===== src/rtl/alu_op_issuer.sv =====
// Request/response initiator for the pin-level 4-bit ALU.
// Drives operand/opcode pins, captures the result, and checks it against a golden model.
module alu_op_issuer #(
  parameter int ALU_LATENCY = 1,
  parameter int ERR_W       = 8,
  parameter bit CHECK_EN    = 1'b1
) (
  input  logic             clk,
  input  logic             rst,
  input  logic             req_valid,
  output logic             req_ready,
  input  logic [3:0]       req_a,
  input  logic [3:0]       req_b,
  input  logic [2:0]       req_op,
  output logic [7:0]       alu_ui,
  output logic [2:0]       alu_op,
  input  logic [7:0]       alu_result,
  output logic             rsp_valid,
  input  logic             rsp_ready,
  output logic [7:0]       rsp_result,
  output logic             rsp_mismatch,
  output logic [ERR_W-1:0] err_count,
  output logic             busy
);

  localparam int CW = (ALU_LATENCY < 1) ? 1 : $clog2(ALU_LATENCY + 1);
  localparam logic [CW-1:0] CNT_LOAD = CW'(ALU_LATENCY);

  typedef enum logic [1:0] {
    S_IDLE,
    S_WAIT,
    S_RESP
  } state_t;

  state_t           state_q;
  logic [CW-1:0]    cnt_q;
  logic [7:0]       ui_q;
  logic [2:0]       op_q;
  logic             rv_q;
  logic [7:0]       res_q;
  logic             mis_q;
  logic [ERR_W-1:0] err_q;

  logic [7:0]       a8;
  logic [7:0]       b8;
  logic [7:0]       golden;
  logic             div0;
  logic             mis_d;
  logic [ERR_W-1:0] err_d;

  // The driven pins double as the latched golden operands.
  always_comb begin
    a8     = {4'b0000, ui_q[7:4]};
    b8     = {4'b0000, ui_q[3:0]};
    golden = 8'h00;
    unique case (op_q)
      3'b000:  golden = a8 + b8;
      3'b001:  golden = a8 - b8;
      3'b010:  golden = a8 * b8;
      3'b011:  golden = (b8 != 8'h00) ? (a8 / b8) : 8'hFF;
      3'b100:  golden = a8 & b8;
      3'b101:  golden = a8 | b8;
      default: golden = 8'h00;
    endcase
  end

  // Divide by zero has no defined result, so it never counts as a mismatch.
  always_comb begin
    div0  = (op_q == 3'b011) && (ui_q[3:0] == 4'h0);
    mis_d = CHECK_EN && !div0 && (alu_result != golden);
    err_d = err_q;
    if (mis_d && (err_q != {ERR_W{1'b1}})) begin
      err_d = err_q + 1'b1;
    end
  end

  always_ff @(posedge clk) begin
    if (rst) begin
      state_q <= S_IDLE;
      cnt_q   <= '0;
      ui_q    <= 8'h00;
      op_q    <= 3'b000;
      rv_q    <= 1'b0;
      res_q   <= 8'h00;
      mis_q   <= 1'b0;
      err_q   <= '0;
    end else begin
      unique case (state_q)
        S_IDLE: begin
          if (req_valid) begin
            ui_q    <= {req_a, req_b};
            op_q    <= req_op;
            cnt_q   <= CNT_LOAD;
            state_q <= S_WAIT;
          end
        end
        S_WAIT: begin
          if (cnt_q == '0) begin
            res_q   <= alu_result;
            mis_q   <= mis_d;
            err_q   <= err_d;
            rv_q    <= 1'b1;
            state_q <= S_RESP;
          end else begin
            cnt_q <= cnt_q - 1'b1;
          end
        end
        S_RESP: begin
          if (rsp_ready) begin
            rv_q    <= 1'b0;
            state_q <= S_IDLE;
          end
        end
        default: state_q <= S_IDLE;
      endcase
    end
  end

  assign req_ready    = (state_q == S_IDLE);
  assign busy         = (state_q != S_IDLE);
  assign alu_ui       = ui_q;
  assign alu_op       = op_q;
  assign rsp_valid    = rv_q;
  assign rsp_result   = res_q;
  assign rsp_mismatch = mis_q;
  assign err_count    = err_q;

endmodule


===== config.mk =====
export PLATFORM = sky130hd
export DESIGN_NAME = alu_op_issuer
export DESIGN_NICKNAME = d
export VERILOG_FILES = /design/src/rtl/alu_op_issuer.sv
export SDC_FILE = /design/constraint.sdc
export NUM_CORES = 1
export LEC_CHECK = 0
export ABC_CLOCK_PERIOD_IN_PS = 9500
export CORE_MARGIN = 3
export CORE_UTILIZATION = 30
export DETAILED_ROUTE_END_ITERATION = 10
export PLACE_DENSITY_LB_ADDON = 0.2
export SYNTH_ARGS = -nofsm -noshare
export SYNTH_HDL_FRONTEND = slang
export SYNTH_SLANG_ARGS = --single-unit

===== constraint.sdc =====
create_clock -name clk -period 9.5 [get_ports clk]
set_input_delay 0.95 -clock clk [delete_from_list [all_inputs] [get_ports clk]]
set_output_delay 0.95 -clock clk [all_outputs]
set_load 0.01 [all_outputs]

Figure 1. Sequential cells grouped by signal name (run 1).
Other sequential cells in the stronger grey, the rest of the logic in the fainter grey.
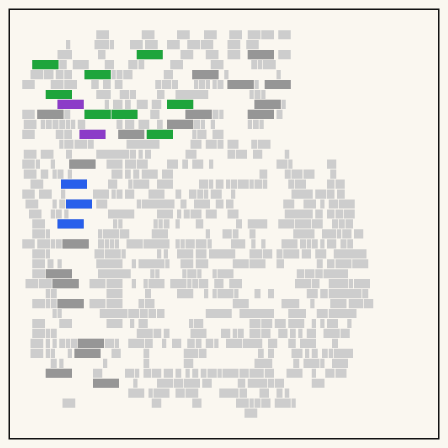
colour	signal	sequential cells
green	`err_count`	8
purple	`state_q`	2
blue	`alu_op`	3
not coloured	19
Reg area: 641 µm²
fin util: 41.0%

Figure 2. Selected gate families (run 1).
Bar = 20 µm.
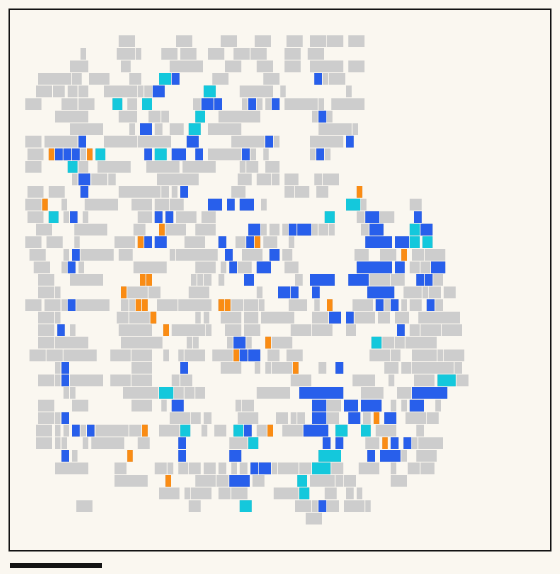
colour	family	cells	most used
orange	inv cells	27	inv_1
cyan	and/or cells	28	and2_1
blue	aoi and oai cells	105	a21oi_1

==> flow_summary.ini, run 1 <==
; flow metrics
[worst_setup_path]
start_kind = flop
critPathKind = flop to flop
r2r_end = err_count[6]$_SDFFE_PP0P_
timing.rr.start = alu_ui[0]$_SDFFE_PP0P_
critical-path-top-delay-family = AND-OR/OR-AND gates

[routing]
wl_per_cell_um = 15.7
vias_per_cell = 5.33
postRouteAntennaNets = 0

[layout]
comb_cells = 404
flops = 32

[synth]
synth_async_sr_flop_share_pct = 0
ys_seq_share_pct = 17.4
aoi_share_pct = 23.5
mux_share_pct = 4.81
ys_warn_count = 0

[clock_tree]
cts_root_buf = clkbuf_16
hold_buffers = 0

[run_status]
status = finished clean

[die]
core-area_mm2 = 0.0117
chipArea_mm2 = 0.0137

[min_path]
hp-start = rsp_result[7]$_SDFFE_PP0P_
hold_path_end = rsp_result[7]$_SDFFE_PP0P_

[power_and_ir_drop]
ir_worst_vdd_v = 0.000184

[global_routing]
first_global_vias = 3656
Figure 3. I/O pins on the die edge (run 1).
Pins as bars across the die edge, other pins in grey.
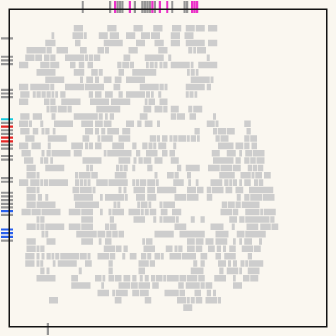
colour	port	pins	direction	edge
blue	`req_b`	4	input	left
red	`req_op`	3	input	left
cyan	`req_valid`	1	input	left
magenta	`rsp_result`	8	output	top
all pins by edge	31 left, 22 top, 1 bottom

## run 1: metrics by stage
step | setup slack, ns | total power [µW] | TNS [ns] | std cells
6_report | 0.531 | 1920 | 0 | 688
5_1_grt | -0.0318 | 2100 | -0.0318 | 688
4_1_cts | 0.0230 | 1630 | 0 | 685
3_5_place_dp | -0.198 | 1430 | -1.23 | 677
3_3_place_gp | 0.0494 | 1410 | 0 | 677
2_1_floorplan | 0.00962 | 1140 | 0 | 477
## run 1: metal layers
layer	share of wire, %	GRT usage (%)	up-vias
met4	2.1	5.12	0
met5	0	0	-
met1	48	21.7	1717
met3	2.9	2.06	18
met2	47	26.6	71
li1	-	-	1862
## run 1: power by group
group          switching, µW  internal (µW)  leakage (µW)
Combinational            843            763       0.00166
Clock                   60.9           96.4     0.0000736
Sequential              11.6            142      0.000261
Total                    915           1000       0.00199
==> run 2, diff against run 1 <==
CORE_UTILIZATION = 27   (was 30)
SKIP_CTS_REPAIR_TIMING = 1   (was not set)
Figure 4. Clock routing (run 2).
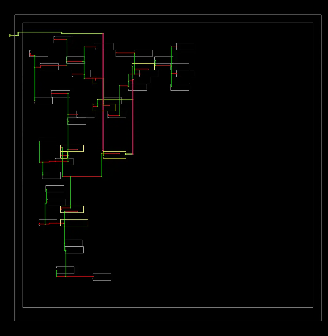
Layout clock buffers: 5
clk sinks: 32
Late-Pin Clk Latency: 0.28 ns

Figure 5. I/O pins on the die edge (run 2).
Pins as bars across the die edge, other pins in grey.
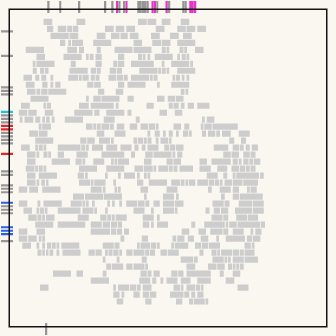
colour	port	pins	direction	edge
magenta	`rsp_result`	8	output	top
cyan	`req_valid`	1	input	left
blue	`req_b`	4	input	left
red	`req_op`	3	input	left
all pins by edge	29 left, 24 top, 1 bottom

==> run 2 against run 1 <==
  * Via count down 0.65%
  * Critical path depth up 2
  * Clock power up 17%
  * Routed wire length up 1.6%
  * Total power up 6.3%
  * Worst setup slack better by 0.013 ns
  * Cell area up 2.9%
  * Highest routed layer unchanged
==> flow_summary.ini, run 2 <==
; flow metrics
[worst_setup_path]
start_kind = flop
critPathKind = flop to flop
timing.rr.start = alu_ui[0]$_SDFFE_PP0P_
critical-path-top-delay-family = AND-OR/OR-AND gates

[layout]
comb_cells = 404
instances_no_fill = 721
final_util_pct = 37.2

[synth]
ys_seq_share_pct = 17.4
mux_share_pct = 4.81
ys_warn_count = 0

[place]
place_inst = 709
place_ws_ns = -0.247

[routing]
postRouteAntennaNets = 0
vias_per_cell = 5.05
routed.top_layer = met4
wl_met1_um = 5240
met3_length_um = 208
wl_met2_um = 5330
wl_per_cell_um = 15.2

[power_and_ir_drop]
ir_worst_vdd_v = 0.000225
power_uw = 2040

[global_routing]
first_global_vias = 3581

[run_status]
status = finished clean

[min_path]
hold_path_end = rsp_result[6]$_SDFFE_PP0P_
hp-start = rsp_result[6]$_SDFFE_PP0P_

[timing]
setup_ws_ns = 0.544
tns_ns = 0

[die]
chipArea_mm2 = 0.0151
core-area_mm2 = 0.0133
run 2: where the power goes:
group	switching, µW	total (µW)	internal [µW]
clock	60.0	183	123
combinational	901	1700	800
sequential	11.5	153	142
run 2: metal layers:
metal / up-vias / track usage [%]
met5: - / 0
li1: 1862 / -
met1: 1719 / 19.1
met3: 13 / 1.78
met4: 0 / 4.48
met2: 50 / 24.3
run 2: worst reg2reg max path, delay by kind of cell (launching register included):
family,cells,cell delay [ns]
muxes,3,0.54
adders and majority gates,6,1.51
buffers and inverters,3,0.28
DFF,1,0.32
and+or+nand+nor,12,2.29
AOI/OAI and AO/OA,24,3.99
Power figures rest on the tool's default switching activity, not on a simulated workload.
